===== config.mk =====
export PLATFORM = sky130hd
export DESIGN_NAME = mult_job_sequencer_flat
export DESIGN_NICKNAME = d
export VERILOG_FILES = /design/src/rtl/mult_job_sequencer_if.sv /design/src/rtl/mult_job_sequencer.sv /design/src/flat_wrapper.sv
export SDC_FILE = /design/constraint.sdc
export NUM_CORES = 1
export LEC_CHECK = 0
export CAP_MARGIN = 10
export CORE_MARGIN = 4
export CORE_UTILIZATION = 25
export DETAILED_ROUTE_END_ITERATION = 8
export GPL_TIMING_DRIVEN = 1
export PLACE_DENSITY_LB_ADDON = 0.12
export REMOVE_ABC_BUFFERS = 1
export SKIP_CTS_REPAIR_TIMING = 1
export SYNTH_ARGS = -nofsm -noshare
export SYNTH_HDL_FRONTEND = slang
export SYNTH_SLANG_ARGS = --single-unit

===== constraint.sdc =====
create_clock -name clk -period 2.5 [get_ports clk]
set_clock_uncertainty 0.1 [all_clocks]
set_input_delay 0.375 -clock clk [delete_from_list [all_inputs] [get_ports clk]]
set_output_delay 0.375 -clock clk [all_outputs]
set_load 0.02 [all_outputs]

===== src/rtl/mult_job_sequencer_if.sv =====
// ---------------------------------------------------------------------------
// mult_job_sequencer_if
// Purpose: operand-in and product-out streaming channels of the multiplier
//          job sequencer, bundled so source and sink connect through one port.
// Handshake: a beat moves on a rising clk edge where valid & ready are both 1.
//   A producer raising valid keeps valid and data unchanged until that edge.
//   ready may change freely and carries no data meaning on its own.
// Signals:
//   in_valid/in_ready/in_a/in_b     operand pair channel (master -> slave)
//   out_valid/out_ready/out_product product channel (slave -> master)
// Modports: master = job source / result sink, slave = sequencer.
// ---------------------------------------------------------------------------
interface mult_job_sequencer_if #(
  parameter int WIDTH = 4
);
  logic                 in_valid;
  logic                 in_ready;
  logic [WIDTH-1:0]     in_a;
  logic [WIDTH-1:0]     in_b;
  logic                 out_valid;
  logic                 out_ready;
  logic [2*WIDTH-1:0]   out_product;

  modport master (
    output in_valid, in_a, in_b, out_ready,
    input  in_ready, out_valid, out_product
  );

  modport slave (
    input  in_valid, in_a, in_b, out_ready,
    output in_ready, out_valid, out_product
  );
endinterface


===== src/rtl/mult_job_sequencer.sv =====
// ---------------------------------------------------------------------------
// mult_job_sequencer
// Purpose: front-end for the constant-time sequential multiplier. Queues
//   operand pairs in a DEPTH-entry FIFO, issues one job at a time (operands
//   held on the load buses, one-cycle start pulse), waits for the done pulse,
//   captures the 2*WIDTH-bit product and offers it on the result channel.
// Ports:
//   clk, rst        clock (rising edge), synchronous active-high reset
//   bus (slave)     operand in / product out valid-ready channels
//   mult_start      one-cycle start pulse to the multiplier controller
//   mult_mcand/mult_mplier  operands, stable for the whole job
//   mult_done       done pulse from the controller (honoured only in WAIT)
//   mult_product    datapath result register
//   fifo_count      entries currently queued
//   err_timeout     sticky: done pulse never arrived within TIMEOUT cycles
//   o_dbg_state     current FSM state
// ---------------------------------------------------------------------------
module mult_job_sequencer #(
  parameter int WIDTH   = 4,
  parameter int DEPTH   = 4,
  parameter int TIMEOUT = 4*WIDTH+4
) (
  input  logic                          clk,
  input  logic                          rst,
  mult_job_sequencer_if.slave           bus,
  output logic                          mult_start,
  output logic [WIDTH-1:0]              mult_mcand,
  output logic [WIDTH-1:0]              mult_mplier,
  input  logic                          mult_done,
  input  logic [2*WIDTH-1:0]            mult_product,
  output logic [$clog2(DEPTH):0]        fifo_count,
  output logic                          err_timeout,
  output logic [2:0]                    o_dbg_state
);
  localparam int AW  = $clog2(DEPTH);
  localparam int CW  = AW + 1;
  localparam int WDW = $clog2(TIMEOUT + 1);

  typedef enum logic [2:0] {
    S_IDLE    = 3'd0,
    S_ISSUE   = 3'd1,
    S_WAIT    = 3'd2,
    S_CAPTURE = 3'd3,
    S_HOLD    = 3'd4
  } state_t;

  state_t               r_state;
  logic [2*WIDTH-1:0]   r_mem [DEPTH];
  logic [AW-1:0]        r_wr_ptr;
  logic [AW-1:0]        r_rd_ptr;
  logic [CW-1:0]        r_count;
  logic [WDW-1:0]       r_watchdog;
  logic                 r_start;
  logic [WIDTH-1:0]     r_mcand;
  logic [WIDTH-1:0]     r_mplier;
  logic                 r_out_valid;
  logic [2*WIDTH-1:0]   r_out_product;
  logic                 r_err_timeout;

  logic                 w_in_ready;
  logic                 w_push;
  logic                 w_pop;
  logic [2*WIDTH-1:0]   w_head;

  // Readiness depends only on the registered count: a full FIFO does not
  // accept even if the head is being popped in the same cycle.
  assign w_in_ready = (r_count < CW'(DEPTH));
  assign w_push     = bus.in_valid & w_in_ready;
  assign w_pop      = (r_state == S_IDLE) && (r_count != '0);
  assign w_head     = r_mem[r_rd_ptr];

  // Operand FIFO. Pointers are AW bits wide so they wrap modulo DEPTH.
  always_ff @(posedge clk) begin
    if (rst) begin
      r_wr_ptr <= '0;
      r_rd_ptr <= '0;
      r_count  <= '0;
    end else begin
      if (w_push) begin
        r_mem[r_wr_ptr] <= {bus.in_a, bus.in_b};
        r_wr_ptr        <= r_wr_ptr + AW'(1);
      end
      if (w_pop) begin
        r_rd_ptr <= r_rd_ptr + AW'(1);
      end
      case ({w_push, w_pop})
        2'b10:   r_count <= r_count + CW'(1);
        2'b01:   r_count <= r_count - CW'(1);
        default: r_count <= r_count;
      endcase
    end
  end

  // Job FSM; every output is registered and set on the transition into the
  // state where it must be visible.
  always_ff @(posedge clk) begin
    if (rst) begin
      r_state       <= S_IDLE;
      r_start       <= 1'b0;
      r_mcand       <= '0;
      r_mplier      <= '0;
      r_out_valid   <= 1'b0;
      r_out_product <= '0;
      r_err_timeout <= 1'b0;
      r_watchdog    <= '0;
    end else begin
      case (r_state)
        S_IDLE: begin
          if (w_pop) begin
            r_mcand  <= w_head[2*WIDTH-1:WIDTH];
            r_mplier <= w_head[WIDTH-1:0];
            r_start  <= 1'b1;
            r_state  <= S_ISSUE;
          end
        end
        S_ISSUE: begin
          r_start    <= 1'b0;
          r_watchdog <= '0;
          r_state    <= S_WAIT;
        end
        S_WAIT: begin
          r_watchdog <= r_watchdog + WDW'(1);
          if (mult_done) begin
            r_state <= S_CAPTURE;
          end else if (r_watchdog == WDW'(TIMEOUT - 1)) begin
            // Done pulse lost: drop the job rather than stall the queue.
            r_err_timeout <= 1'b1;
            r_state       <= S_IDLE;
          end
        end
        S_CAPTURE: begin
          // The multiplier's final shift landed on the previous edge.
          r_out_product <= mult_product;
          r_out_valid   <= 1'b1;
          r_state       <= S_HOLD;
        end
        S_HOLD: begin
          if (bus.out_ready) begin
            r_out_valid <= 1'b0;
            r_state     <= S_IDLE;
          end
        end
        default: r_state <= S_IDLE;
      endcase
    end
  end

  assign bus.in_ready    = w_in_ready;
  assign bus.out_valid   = r_out_valid;
  assign bus.out_product = r_out_product;
  assign mult_start      = r_start;
  assign mult_mcand      = r_mcand;
  assign mult_mplier     = r_mplier;
  assign fifo_count      = r_count;
  assign err_timeout     = r_err_timeout;
  assign o_dbg_state     = r_state;
endmodule


===== src/flat_wrapper.sv =====
// flat-port wrapper written by rule: the top's interface ports become plain ports
module mult_job_sequencer_flat 
#(
  parameter int WIDTH   = 4,
  parameter int DEPTH   = 4,
  parameter int TIMEOUT = 4*WIDTH+4
)
  (clk, rst, mult_start, mult_mcand, mult_mplier, mult_done, mult_product, fifo_count, err_timeout, o_dbg_state, bus_in_valid, bus_in_a, bus_in_b, bus_out_ready, bus_in_ready, bus_out_valid, bus_out_product);
  mult_job_sequencer_if #(.WIDTH(WIDTH)) bus_i ();
  input  logic clk;
  input  logic rst;
  output logic mult_start;
  output logic [WIDTH-1:0] mult_mcand;
  output logic [WIDTH-1:0] mult_mplier;
  input  logic mult_done;
  input  logic [2*WIDTH-1:0] mult_product;
  output logic [$clog2(DEPTH):0] fifo_count;
  output logic err_timeout;
  output logic [2:0] o_dbg_state;
  input wire logic [$bits(bus_i.in_valid)-1:0] bus_in_valid;
  input wire logic [$bits(bus_i.in_a)-1:0] bus_in_a;
  input wire logic [$bits(bus_i.in_b)-1:0] bus_in_b;
  input wire logic [$bits(bus_i.out_ready)-1:0] bus_out_ready;
  output wire logic [$bits(bus_i.in_ready)-1:0] bus_in_ready;
  output wire logic [$bits(bus_i.out_valid)-1:0] bus_out_valid;
  output wire logic [$bits(bus_i.out_product)-1:0] bus_out_product;
  assign bus_i.in_valid = bus_in_valid;
  assign bus_i.in_a = bus_in_a;
  assign bus_i.in_b = bus_in_b;
  assign bus_i.out_ready = bus_out_ready;
  assign bus_in_ready = bus_i.in_ready;
  assign bus_out_valid = bus_i.out_valid;
  assign bus_out_product = bus_i.out_product;
  mult_job_sequencer #(.WIDTH(WIDTH), .DEPTH(DEPTH), .TIMEOUT(TIMEOUT)) u_core (.clk(clk), .rst(rst), .bus(bus_i), .mult_start(mult_start), .mult_mcand(mult_mcand), .mult_mplier(mult_mplier), .mult_done(mult_done), .mult_product(mult_product), .fifo_count(fifo_count), .err_timeout(err_timeout), .o_dbg_state(o_dbg_state));
endmodule

run_1/power_grid.png
The bar under the picture is 20 um long. Pins as bars on the die edge.
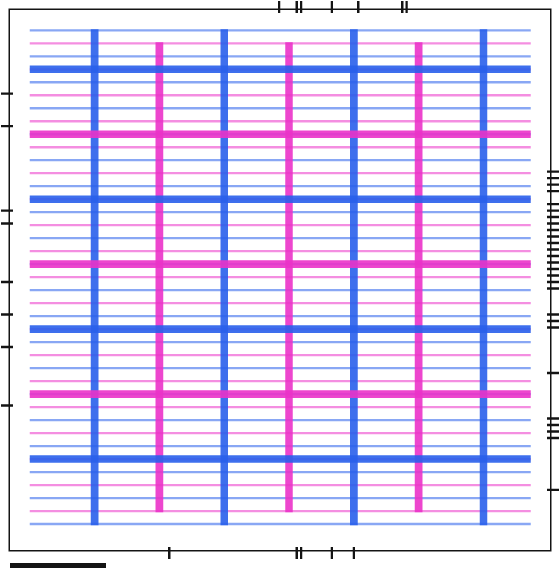
| net | color |
|---|---|
| VDD | magenta |
| VSS | blue |
met5 straps: 7
met4 straps: 7
die width: 113 um
Die H: 113 um
Core Area: 10800 um^2
worst vdd ir: 0.346 mV

run_1/placement_by_type.png
The bar under the picture is 20 um long.
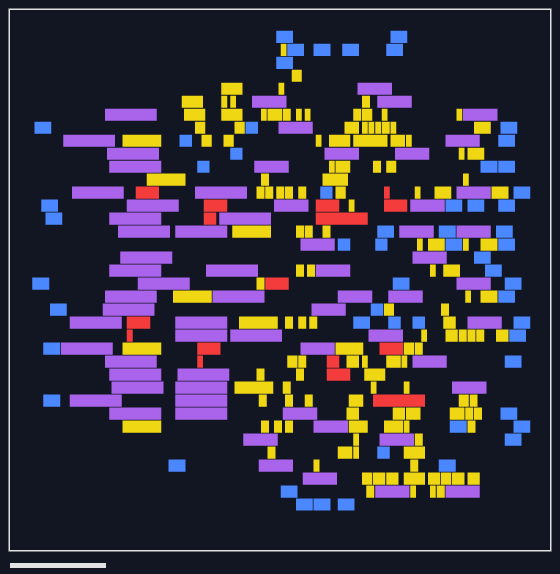
| class | color | cells |
|---|---|---|
| sequential cells | purple | 66 |
| remaining buffers and delay cells | blue | 57 |
| combinational and other logic | yellow | 142 |
| clock drivers and dummy loads | red | 16 |
fin util: 0.333
final instance area: 3600 um^2

run_1/clk_routes.png
The bar under the picture is 20 um long.
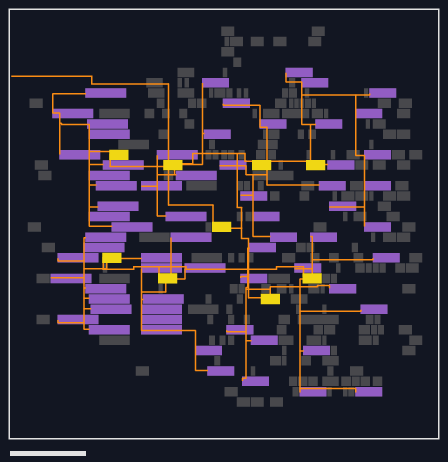
[flip-flops] purple | count: 66
[clock wires] orange | length: 916 um
[clock drivers] yellow | count: 9
routed clock nets: 10

==> ci_impl_report.md, run 1 <==
## Implementation flow summary

| Metric | Value |
|---|---|
| Clk pwr | 0.000965 W |
| RSZ-0062 raised after global routing | false |
| Number of max-cap violations | 0 |
| Yosys stat cell total | 223 |
| First-pass GRT wire length | 9670 um |
| DRT met1 WL | 2930 um |
| Sw Share | 0.333 |
| Synth area leader | edfxtp_1 |
| Antenna cells | 0 |
| OpenROAD warnings | 28 |
| Final Slew Violations | 0 |
| Area after DPL | 3390 um^2 |
| Final Hold Viols | 0 |
| Worst slack, placed | 0.0961 ns |
| Total GRT Usage | 0.0980 |
| TritonCTS Buffers | 9 |
| Clock slew at reported path FFs | 0.08 ns |
| Sw power | 0.00122 W |
| Commonest flop | dfxtp_1 |
| Synth mux share | 0.102 |
| Io pins | 47 |
| FF-to-FF setup slack | 0.28 ns |
| CP startpoint | u_core.o_dbg_state[0] |
| Top routing layer used | met4 |
| Sequential fraction of the synthesis area | 0.595 |
| Adder Share, Synth | 0.0345 |
| Clock power share | 0.264 |
| Met1 usage | 0.130 |
| P_comb | 0.00124 W |
| Post-Place Cells | 405 |
| Top cells excl fill/tap | 46 x clkdlybuf4s50_1, 34 x dfxtp_1, 32 x edfxtp_1 |
| CTS Sinks | 66 |
| Comb power frac | 0.340 |
| Setup TNS | 0 ns |
| Fraction of layout cells with a size suffix above 1 | 0.128 |
| Yosys cell types | 44 |
| Vias in the first global route | 1796 |
| Synth Register Bits | 66 |
| Ys Warns | 0 |
| Clock Tree Root | clkbuf_8 |
| CP endpoint | u_core.fifo_count[2] |
| Outcome | completed |
| Max clock buf depth | 2 |
| Via Count | 1836 |
| Met3 Routed Length | 348 um |
| Hold Path End | u_core.err_timeout |
| Post-DP HPWL | 4100 um |
-- run 1: registers in the layout, summed over array words and instances (netlist names), 2 cells and up --
name,cells
u_core.mult_mcand,4
u_core.fifo_count,3
u_core.r_watchdog,5
u_core.o_dbg_state,3
u_core.r_wr_ptr,2
u_core.mult_mplier,4
u_core.r_mem,32
u_core.r_rd_ptr,2
u_core.bus.out_product,8
-- run 1: layout make-up --
type | instances | area share
clock inverters | 5 | 0.0219
flip-flops and latches | 66 | 0.455
inverters | 10 | 0.0104
clock buffers | 11 | 0.0364
multi-input cells | 132 | 0.277
well taps | 140 | 0.0486
repair buffers | 57 | 0.151
-- run 1: Yosys cell counts, drive strengths merged, types with 2 or more instances --
library cell   n
buf           10
mux2           2
nand3b         3
ha             6
nand2          7
nor3b          4
nor3           4
and2           5
o21ai         12
nor4b          2
clkbuf         5
mux4           8
mux2i          8
edfxtp        32
xor2           2
or3            4
a21o           2
nor2          19
nand3         10
nor2b          2
dfxtp         34
a21oi         19
inv           10
-- run 1: worst max-delay path, cell delays in order, from the launching register on --
cell and delay, ns:
dfxtp_1 0.31, or3_1 0.42, nor2_2 0.13, ha_1 0.19
inv_1 0.06, fa_1 0.37, xor2_1 0.15, or3_1 0.30
a21oi_1 0.13
-- run 1: kinds of logic after synthesis --
group | after synthesis
xor+xnor | 3
simple gates | 63
fa+ha+maj | 7
compound gates | 41
mux | 18
flops | 66
buf+inv | 25
-- run 1: metrics by stage --
stage / hold slack, ns / total power [W]
after floorplan: 0.344 / 0.00221
after global placement: 0.367 / 0.00273
after detailed placement: 0.377 / 0.00274
after CTS: 0.392 / 0.00371
after global routing: 0.425 / 0.00389
final: 0.379 / 0.00365
run_1/placement.png
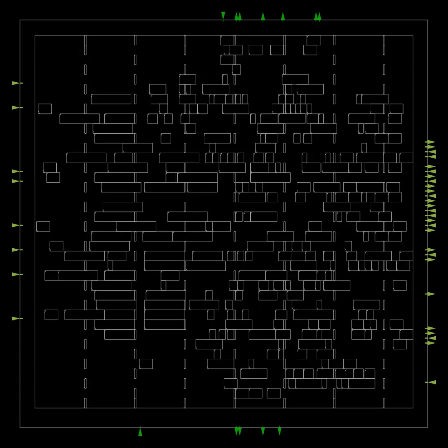

--- run 2 (diff from run 1) ---
--- a/config.mk
+++ b/config.mk
@@ -6,7 +6,7 @@
 export NUM_CORES = 1
 export LEC_CHECK = 0
 export CAP_MARGIN = 10
-export CORE_MARGIN = 4
+export CORE_MARGIN = 1.5
 export CORE_UTILIZATION = 25
 export DETAILED_ROUTE_END_ITERATION = 8
 export GPL_TIMING_DRIVEN = 1
run_2/placement.png
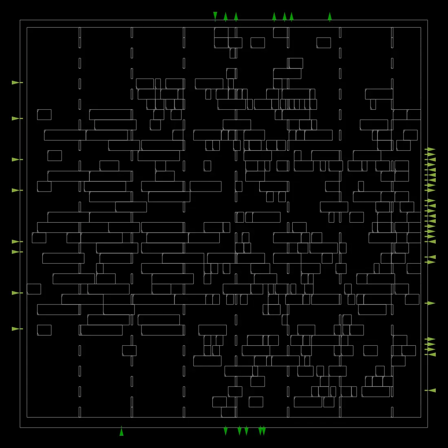
Seq/total area: 0.457
final std cells w/o fill: 420
registers: 66
fin util: 0.333

==> run 2 against run 1 <==
Compared with the run above:
- first-iteration DRC count decreased by 39%
- clock power decreased by 9.6%
- via count increased by 1.0%
==> ci_impl_report.md, run 2 <==
## Implementation flow summary

| Metric | Value |
|---|---|
| Synth Register Bits | 66 (unchanged) |
| OpenROAD warnings | 28 (unchanged) |
| Clock slew at reported path FFs | 0.07 ns (about the same) |
| Final Hold Viols | 0 (unchanged) |
| Via Count | 1855 (+1.0%) |
| Outcome | completed |
| Post-Place Cells | 404 (-0.25%) |
| Worst vdd ir | 0.394 mV (+14%) |
| Die H | 108 um (-4.4%) |
| Comb power frac | 0.350 (+0.010) |
| CP startpoint | u_core.o_dbg_state[0] |
| Final instance area | 3590 um^2 (-0.31%) |
| Vias in the first global route | 1903 (+6.0%) |
| Core Area | 10800 um^2 (-0.44%) |
| Most frequent cell after synthesis | dfxtp_1 |
| Fraction of layout cells with a size suffix above 1 | 0.136 (+0.00760) |
| Max clock buf depth | 2 (unchanged) |
| Final Slew Violations | 0 (unchanged) |
| Number of max-cap violations | 0 (unchanged) |
| Synth area leader | edfxtp_1 |
| Met3 Routed Length | 343 um (-1.4%) |
| Antenna cells | 0 (unchanged) |
| Most used cell, CP | or3_1 |
| Sequential fraction of the synthesis area | 0.595 (unchanged) |
| Pwr Total | 0.00356 W (-2.5%) |
| Top routing layer used | met4 |
| Ys Warns | 0 (unchanged) |
| Family with the most delay on the worst path | simple AND/OR/NAND/NOR gates |
| Crit-path slowest cell | or3_1 |
| Total GRT Usage | 0.110 (+0.0117) |
| Sw power | 0.00122 W (+0.50%) |
| Cells along the critical path | or3_1 > nor2_2 > ha_1 > inv_1 > fa_1 > xor2_1 > or3_1 > a21oi_1 |
| Yosys cell types | 44 (unchanged) |
| Largest register FFs | 32 (unchanged) |
| Die width | 108 um (-4.4%) |
| Top reg by flops | u_core.r_mem |
| CTS Sinks | 66 (unchanged) |
| Yosys stat cell total | 223 (unchanged) |
| Critical path's largest stage delay | 0.42 ns (about the same) |
| First-pass GRT wire length | 9630 um (-0.50%) |
| TritonCTS Buffers | 9 (unchanged) |
| Commonest flop | dfxtp_1 |
| Area after DPL | 3400 um^2 (+0.15%) |
run_2/clk_routes.png
The bar under the picture is 20 um long.
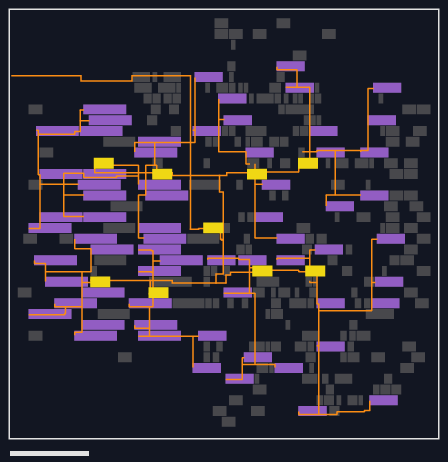
[clock wires] orange | length: 896 um
[flip-flops] purple | count: 66
[clock drivers] yellow | count: 9
routed clock nets: 10
clk pwr: 0.000872 W
Worst-Skew Late Latency: 0.34 ns
clock power share: 0.245

-- run 2: cell types whose count changed in the layout (fill, tap and decap cells not counted), sizes merged --
cell      delta
clkinv       +4
clkbuf       -2
buf          -1
bufinv       -1
clkinvlp     -1
-- run 2: path summary, 6_finish.rpt --
path	to	slack [ns]	depth (start not counted)
hold reg to reg	u_core.err_timeout	0.38	2
setup / recovery	u_core.fifo_count[2]	0.21	8
setup reg to reg	u_core.fifo_count[2]	0.21	8
hold / removal	u_core.err_timeout	0.38	2
-- run 2: metrics by stage --
stage	setup slack (ns)	hold slack (ns)	TNS (ns)
after floorplan	-0.0243	0.344	-0.0243
after global placement	0.119	0.371	0
after detailed placement	0.0422	0.372	0
after CTS	0.221	0.388	0
after global routing	0.0725	0.414	0
final	0.214	0.381	0
-- run 2: layout make-up --
type	instances	area, um^2
Sequential cell	66	1640
Multi-Input combinational cell	132	997
Clock inverter	7	70.1
Fill cell	1092	7200
Clock buffer	9	124
Tap cell	140	175
Inverter	10	37.5
Timing Repair Buffer	56	548
-- run 2: per-layer routing --
layer / GRT usage / vias up
met2: 0.188 / 47
met1: 0.129 / 885
met3: 0.0416 / 7
met5: 0 / -
met4: 0.0282 / 0
li1: - / 916
-- run 2: power groups by stage --
| stage | registers, W | clock network [W] | logic, W |
|---|---|---|---|
| floorplan | 0.00161 | 0 | 0.000600 |
| global placement | 0.00148 | 0 | 0.00125 |
| detailed placement | 0.00148 | 0 | 0.00126 |
| CTS | 0.00146 | 0.000909 | 0.00127 |
| global route | 0.00148 | 0.000950 | 0.00139 |
| finish | 0.00144 | 0.000872 | 0.00124 |
-- run 2: logic make-up after synthesis --
group,synth area share
mux,0.102
flops,0.595
fa+ha+maj,0.0345
xor+xnor,0.00953
simple gates,0.127
compound gates,0.0875
buf+inv,0.0435
Power is estimated from default activity; no workload was simulated.
